--- config.mk ---
export PLATFORM = sky130hd
export DESIGN_NAME = fb_sram_arbiter
export DESIGN_NICKNAME = d
export VERILOG_FILES = /design/src/rtl/fb_sram_arbiter.sv
export SDC_FILE = /design/constraint.sdc
export NUM_CORES = 1
export LEC_CHECK = 0
export CORE_MARGIN = 1
export CORE_UTILIZATION = 40
export DETAILED_ROUTE_END_ITERATION = 8
export PLACE_DENSITY = 0.82
export SYNTH_ARGS = -nofsm -noshare
export SYNTH_HDL_FRONTEND = slang
export SYNTH_SLANG_ARGS = --single-unit
--- constraint.sdc ---
create_clock -name clk -period 3 [get_ports clk]
set_input_delay 0.45 -clock clk [delete_from_list [all_inputs] [get_ports clk]]
set_output_delay 0.45 -clock clk [all_outputs]
set_load 0.01 [all_outputs]
--- src/rtl/fb_sram_arbiter.sv ---
// fb_sram_arbiter: sole owner of the frame-buffer SRAM port.
// Arbitrates display reads (front buffer), pixel writes and the back-buffer
// clear engine (priority read > clear step > write), drives the SRAM strobes
// and owns the double-buffer select bit, which only flips on a frame start.
// Optional build macro: SRAM_POWERDOWN_EN enables idle-sleep via zz_o.
module fb_sram_arbiter #(
  parameter int          ADDR_W       = 19,
  parameter int          DATA_W       = 24,
  parameter int          FRAME_PIXELS = 307200,
  parameter logic [23:0] CLEAR_COLOR  = 24'h000000,
  parameter int          SLEEP_CYCLES = 64
) (
  input  logic              clk,
  input  logic              rst,
  input  logic              rd_req_i,
  input  logic [ADDR_W-1:0] rd_addr_i,
  output logic              rd_valid_o,
  output logic [DATA_W-1:0] rd_data_o,
  input  logic              wr_req_i,
  input  logic [ADDR_W-1:0] wr_addr_i,
  input  logic [DATA_W-1:0] wr_data_i,
  output logic              wr_ack_o,
  input  logic              clr_req_i,
  output logic              clr_busy_o,
  input  logic              swap_req_i,
  input  logic              frame_start_i,
  output logic              swap_ack_o,
  output logic              buffer_select_o,
  output logic [ADDR_W:0]   sram_addr_o,
  output logic [DATA_W-1:0] sram_wdata_o,
  input  logic [DATA_W-1:0] sram_rdata_i,
  output logic              ce_n_o,
  output logic              oe_n_o,
  output logic              lb_n_o,
  output logic              ub_n_o,
  output logic              sem_n_o,
  output logic              r_w_o,
  output logic              zz_o
);

  typedef enum logic [2:0] {IDLE, READ, READ_CAP, WRITE, CLEAR} state_t;

  localparam logic [ADDR_W-1:0] CLR_LAST = ADDR_W'(FRAME_PIXELS - 1);

  state_t              state_q;
  logic                bs_q;
  logic                swap_pending_q;
  logic                swap_ack_q;
  logic                clr_busy_q;
  logic [ADDR_W-1:0]   clr_cnt_q;
  logic                rd_valid_q;
  logic [DATA_W-1:0]   rd_data_q;
  logic                wr_ack_q;
  logic [ADDR_W:0]     addr_q;
  logic [DATA_W-1:0]   wdata_q;
  logic                ce_n_q;
  logic                oe_n_q;
  logic                byte_n_q;
  logic                r_w_q;

  logic                wake_hold;
  logic                grant_rd_d;
  logic                grant_clr_d;
  logic                grant_wr_d;

`ifdef SRAM_POWERDOWN_EN
  localparam int IW = $clog2(SLEEP_CYCLES + 1);

  logic [IW-1:0] idle_cnt_q;
  logic          zz_q;
  logic          any_req;

  assign any_req   = rd_req_i | wr_req_i | clr_req_i | clr_busy_q;
  // A pending request while asleep costs one IDLE cycle to bring the SRAM back.
  assign wake_hold = zz_q & any_req;
  assign zz_o      = zz_q;

  // Count quiet IDLE cycles; enter sleep after SLEEP_CYCLES of them.
  always_ff @(posedge clk or posedge rst) begin
    if (rst) begin
      idle_cnt_q <= '0;
      zz_q       <= 1'b0;
    end else if (state_q != IDLE || any_req) begin
      idle_cnt_q <= '0;
      zz_q       <= 1'b0;
    end else if (idle_cnt_q != IW'(SLEEP_CYCLES)) begin
      idle_cnt_q <= idle_cnt_q + IW'(1);
      if (idle_cnt_q == IW'(SLEEP_CYCLES - 1)) begin
        zz_q <= 1'b1;
      end
    end
  end
`else
  logic unused_sleep;

  assign unused_sleep = |SLEEP_CYCLES;
  assign wake_hold    = 1'b0;
  assign zz_o         = 1'b0;
`endif

  // Grant decision in IDLE; requests seen on the cycle their own ack/valid
  // is out are the tail of the previous handshake and must not re-grant.
  always_comb begin
    grant_rd_d  = 1'b0;
    grant_clr_d = 1'b0;
    grant_wr_d  = 1'b0;
    if (state_q == IDLE && !wake_hold) begin
      if (rd_req_i && !rd_valid_q) begin
        grant_rd_d = 1'b1;
      end else if (clr_busy_q) begin
        grant_clr_d = 1'b1;
      end else if (wr_req_i && !wr_ack_q) begin
        grant_wr_d = 1'b1;
      end
    end
  end

  // Transaction FSM with registered SRAM strobes, acks and clear engine.
  always_ff @(posedge clk or posedge rst) begin
    if (rst) begin
      state_q    <= IDLE;
      clr_busy_q <= 1'b0;
      clr_cnt_q  <= '0;
      rd_valid_q <= 1'b0;
      rd_data_q  <= '0;
      wr_ack_q   <= 1'b0;
      addr_q     <= '0;
      wdata_q    <= '0;
      ce_n_q     <= 1'b1;
      oe_n_q     <= 1'b1;
      byte_n_q   <= 1'b1;
      r_w_q      <= 1'b1;
    end else begin
      rd_valid_q <= 1'b0;
      wr_ack_q   <= 1'b0;
      case (state_q)
        IDLE: begin
          if (grant_rd_d) begin
            // Front buffer is the one not selected for writing.
            addr_q   <= {~bs_q, rd_addr_i};
            ce_n_q   <= 1'b0;
            oe_n_q   <= 1'b0;
            byte_n_q <= 1'b0;
            r_w_q    <= 1'b1;
            state_q  <= READ;
          end else if (grant_clr_d) begin
            addr_q   <= {bs_q, clr_cnt_q};
            wdata_q  <= DATA_W'(CLEAR_COLOR);
            ce_n_q   <= 1'b0;
            oe_n_q   <= 1'b1;
            byte_n_q <= 1'b0;
            r_w_q    <= 1'b0;
            state_q  <= CLEAR;
          end else if (grant_wr_d) begin
            addr_q   <= {bs_q, wr_addr_i};
            wdata_q  <= wr_data_i;
            ce_n_q   <= 1'b0;
            oe_n_q   <= 1'b1;
            byte_n_q <= 1'b0;
            r_w_q    <= 1'b0;
            state_q  <= WRITE;
          end
        end
        READ: begin
          state_q <= READ_CAP;
        end
        READ_CAP: begin
          rd_data_q  <= sram_rdata_i;
          rd_valid_q <= 1'b1;
          ce_n_q     <= 1'b1;
          oe_n_q     <= 1'b1;
          byte_n_q   <= 1'b1;
          state_q    <= IDLE;
        end
        WRITE: begin
          wr_ack_q <= 1'b1;
          ce_n_q   <= 1'b1;
          byte_n_q <= 1'b1;
          r_w_q    <= 1'b1;
          state_q  <= IDLE;
        end
        CLEAR: begin
          ce_n_q   <= 1'b1;
          byte_n_q <= 1'b1;
          r_w_q    <= 1'b1;
          state_q  <= IDLE;
          if (clr_cnt_q == CLR_LAST) begin
            clr_busy_q <= 1'b0;
            clr_cnt_q  <= '0;
          end else begin
            clr_cnt_q <= clr_cnt_q + ADDR_W'(1);
          end
        end
        default: begin
          state_q <= IDLE;
        end
      endcase
      // A new clear request always restarts the walk from pixel 0.
      if (clr_req_i) begin
        clr_busy_q <= 1'b1;
        clr_cnt_q  <= '0;
      end
    end
  end

  // Buffer swap: only at frame start, and never while the back buffer is clearing.
  always_ff @(posedge clk or posedge rst) begin
    if (rst) begin
      bs_q           <= 1'b0;
      swap_pending_q <= 1'b0;
      swap_ack_q     <= 1'b0;
    end else begin
      swap_ack_q <= 1'b0;
      if (frame_start_i && (swap_pending_q || swap_req_i) && !clr_busy_q) begin
        bs_q           <= ~bs_q;
        swap_ack_q     <= 1'b1;
        swap_pending_q <= 1'b0;
      end else if (swap_req_i) begin
        swap_pending_q <= 1'b1;
      end
    end
  end

  assign rd_valid_o      = rd_valid_q;
  assign rd_data_o       = rd_data_q;
  assign wr_ack_o        = wr_ack_q;
  assign clr_busy_o      = clr_busy_q;
  assign swap_ack_o      = swap_ack_q;
  assign buffer_select_o = bs_q;
  assign sram_addr_o     = addr_q;
  assign sram_wdata_o    = wdata_q;
  assign ce_n_o          = ce_n_q;
  assign oe_n_o          = oe_n_q;
  assign lb_n_o          = byte_n_q;
  assign ub_n_o          = byte_n_q;
  assign sem_n_o         = 1'b1;
  assign r_w_o           = r_w_q;

endmodule
Metal layers overlaid:
Two of the layers only.
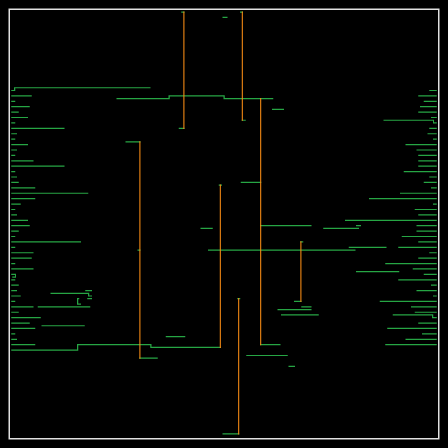
- M4: orange (wire length 263 µm)
- M3: green (wire length 782 µm)

Register map, names as in the netlist:
Bar = 20 µm.
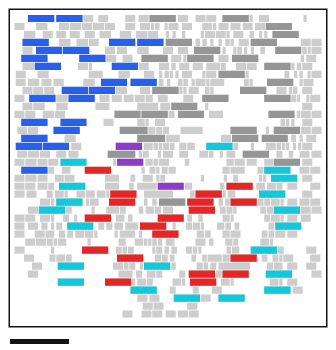
- sram_addr_o: cyan (placed flops 20)
- state_q: purple (placed flops 3)
- rd_data_o: blue (placed flops 24; where north-west)
- clr_cnt_q: red (placed flops 19)

==> out/summary.txt <==
die height -> 108 µm
CP Class -> primary input to flip-flop
power share of the clock group -> 18.0%
XORs/XNORs by Area -> 1.57%
depth of the CTS H-tree -> 3
Pre-antenna DRT Iters -> 4
I/O pin count -> 173
clk sinks -> 99
ys async rst share -> 100%
multiplexer area fraction after synthesis -> 6.28%
sequential power -> 1.92 mW
Hold Path Origin -> sram_addr_o[10]
hold crit path type -> flip-flop to flip-flop
Leakage -> 2.58 nW
Area leader share -> 53.8%
CTS root buf -> clkbuf_8
RR Startpoint -> rd_valid_o
R2R Setup Slk -> 0.80 ns
Top cells by area -> dfrtp_1 (54%), nand2_1 (6.4%), mux2_2 (6.1%), o21ai_0 (3.9%), o41ai_1 (3.7%)
vias per cell -> 5.33
initial antenna violation count -> 0
Rel. slew slack -> 14.6%
critical-path cell list -> clkdlybuf4s50_1, nor2b_1, o21ai_1, nor2b_1, o41ai_1
Critical Path Fanout Max -> 19
Die Wd -> 108 µm
Switching Fraction -> 33.9%
crit-path max cell delay -> 0.56 ns
CTS resizes -> 0
Layout area overhead -> 45.0%
Cell Type Count -> 44
DRC viols -> 0
layout cells sized above 1 -> 9.52%
Fillers -> 940
post-route ant nets -> 0
worst path buffer plus inverter count -> 1
Iteration-0 DRC Markers -> 260
Yosys Chip Area -> 0.00446 mm²
ys flop type -> dfrtp_1
Routed WL -> 12300 µm
Reg-to-Reg End -> sram_addr_o[5]
internal power -> 3.23 mW
end of the worst hold path -> sram_addr_o[10]
worst hold path stage count -> 2
Synth Area in Adders -> 0.280%
crit path DAT -> 2.61 ns
Seq/Total Area, Yosys -> 55.6%
area fraction in compound gates -> 15.5%
Crit. End Element -> flip-flop
fmax -> 0.423 GHz
Max Slew Vio Count -> 0
clk pwr -> 0.882 mW
Psw -> 1.66 mW
wire length per cell -> 16.8 µm
Syn Inst Count -> 428
Worst Max-Slew Pin Slew -> 1.27 ns
Tcrit/Tclk final -> 78.9%
CTS tree -> built
CTS clock-pin slew for the worst setup and hold paths -> 0.08 ns
post-route minimum period -> 2.37 ns
hold slack -> 0.477 ns
Main power group -> combinational cells
Clock Tree Buf Depth -> 2
TNS Setup -> 0 ns
syn avg cell area -> 10.4 µm²
YS warnings -> 0
vias in the first global route -> 3909
Final #Nets -> 677
Final GP Congestion -> 0.797
Setup Skew -> 0.0109 ns
TritonCTS Buffers -> 9
number of max-cap violations -> 0
GRT overflow -> 0
Top logic family -> simple AND/OR/NAND/NOR gates
largest net degree at the start of global routing -> 61
Max IR drop VDD -> 487 µV
ant diodes -> 0
Pwr Density -> 757 mW/mm²
Gate power share -> 42.8%
Floorplan Nets -> 522
DP HPWL -> 8660 µm
status -> completed
tool warnings -> 26
Hold-fix buffers, CTS -> 0
Synthesized registers -> 99
initial core utilization -> 41.2%
post-CTS setup buffer count -> 0
final hold violation count -> 0
worst reg2reg path depth -> 4
chip area -> 0.0116 mm²
Post-synth EDFFs -> 0
ys cells -> 428
CORE AREA -> 0.0108 mm²
Top delay family on crit path -> simple AND/OR/NAND/NOR gates
total power -> 4.89 mW
first-pass GRT wire length -> 19100 µm
Via Count -> 3881
Comb. pwr -> 2.10 mW
crit path launch type -> primary input
sequential share of power -> 39.1%
RSZ-0062 raised after global routing -> no
Latency at later pin -> 0.37 ns
Max stage delay cell, worst path -> o21ai_1
Worst path most repeated cell -> nor2b_1
port bufs -> 170
yosys simple share -> 16.4%
Total GRT Usage -> 21.6%
area leader, netlist -> dfrtp_1
final setup fails -> 0
site row count -> 38
cell area after synthesis -> 0.00446 mm²
crit path DRT -> 3.25 ns
Selected gate families:
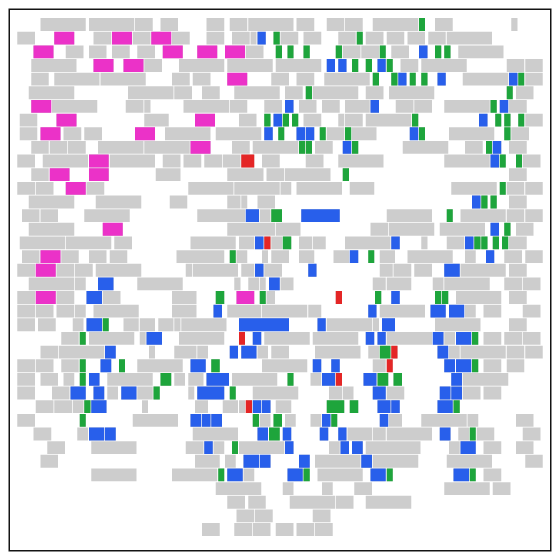
- mux cells: magenta (cells 25; most used mux2_2)
- inv cells: red (cells 8; most used inv_1)
- aoi and oai cells: blue (cells 103; most used o21ai_0; where spread over the die)
- nand cells: green (cells 88; most used nand2_1)
Comb/total area: 28.0%
fin cells: 728

Track usage over the die:
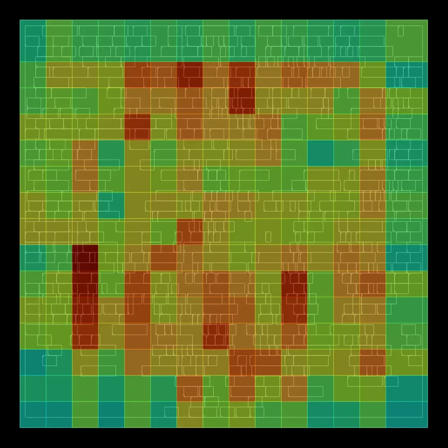
global route hottest layer: met2
met3 Usage GRT: 4.18%

[metrics by stage]
step	worst slack, ns	cell area (µm²)	util [%]	std cells
floorplan	1.29	4470	-	428
global placement	0.443	6270	57.8	712
detailed placement	0.201	6270	57.8	712
CTS	0.643	6470	59.7	728
global route	0.474	6470	59.7	728
finish	0.634	6470	59.7	728
[Yosys cell counts (4+ instances only)]
cell and count:
nand2_1 76, nand3_1 6, clkbuf_1 19, o31ai_1 6, nor2_1 12, nor2b_1 21
buf_2 7, xor2_1 5, o41ai_1 19, o21ai_0 35, nand4_1 4, a21oi_1 15
buf_4 7, or3_1 8, or4_1 5, mux2_2 24, dfrtp_1 96, inv_1 8
o22ai_1 19
[sequential cells by signal, summed over array words and instances (netlist names)]
signal           flops
state_q              3
clr_cnt_q           19
rd_data_o           24
rd_valid_o           1
clr_busy_o           1
oe_n_o               1
buffer_select_o      1
sram_addr_o         20
r_w_o                1
swap_ack_o           1
swap_pending_q       1
sram_wdata_o        24
lb_n_o               1
wr_ack_o             1
[worst reg2reg max path, delay by kind of cell (launching register included)]
family	cells	cell delay, ns
flip-flops	1	0.40
AND/OR/NAND/NOR	2	0.85
AND-OR/OR-AND	2	0.83
[placed cells by master, fill, tap and decap left out, types with 3 or more instances in the layout]
cell type	netlist	routed
clkdlybuf4s50_1	0	170
dfrtp_1	96	96
nand2_1	76	76
o21ai_0	35	35
mux2_2	24	24
nor2b_1	21	21
o22ai_1	19	19
o41ai_1	19	19
a21oi_1	15	15
nor2_1	12	12
clkbuf_8	0	11
or3_1	8	8
inv_1	8	7
nand3_1	6	6
buf_4	7	6
xor2_1	5	5
o31ai_1	6	5
or4_1	5	5
nand4_1	4	4
and3_1	3	3
xnor2_1	3	3
clkbuf_1	19	3
dfstp_2	3	3
[final cells by class]
class	count	area, µm²	share of cell area (%)
inverters	8	33.8	0.522
flip-flops and latches	99	2480	38.4
multi-input cells	288	1810	28.0
clock inverters	2	37.5	0.580
well taps	140	175	2.71
repair buffers	177	1770	27.3
clock buffers	14	163	2.51
[worst max path at each step]
stage | startpoint | end | slack (ns) | cells past startpoint
2_1_floorplan | state_q[0] | rd_data_o[0] | 1.29 | 6
3_3_place_gp | rd_req_i | sram_addr_o[15] | 0.44 | 5
3_5_place_dp | rd_req_i | sram_addr_o[5] | 0.20 | 5
4_1_cts | rd_req_i | sram_addr_o[5] | 0.64 | 5
5_1_grt | rd_req_i | sram_addr_o[16] | 0.47 | 5
6_report | rd_req_i | sram_addr_o[5] | 0.63 | 5
[cells by family (layout without fill, tap and decap cells)]
kind of cell	after synthesis	after routing
XOR/XNOR	8	8
AND-OR/OR-AND	104	104
buffers and inverters	41	201
other	2	2
AND/OR/NAND/NOR	148	148
multiplexers	25	25
adder cells (fa/ha/maj)	1	1
flip-flops	99	99
[routing by layer]
layer  up-vias  global-route usage [%]  share of wire (%)
li1       1824                       -                  -
met1      1887                    28.5                 43
met2       153                    34.6                 48
met3        17                    4.18                6.4
met4         0                    9.49                2.1
met5         -                       0                  0
Power figures rest on the tool's default switching activity, not on a simulated workload.
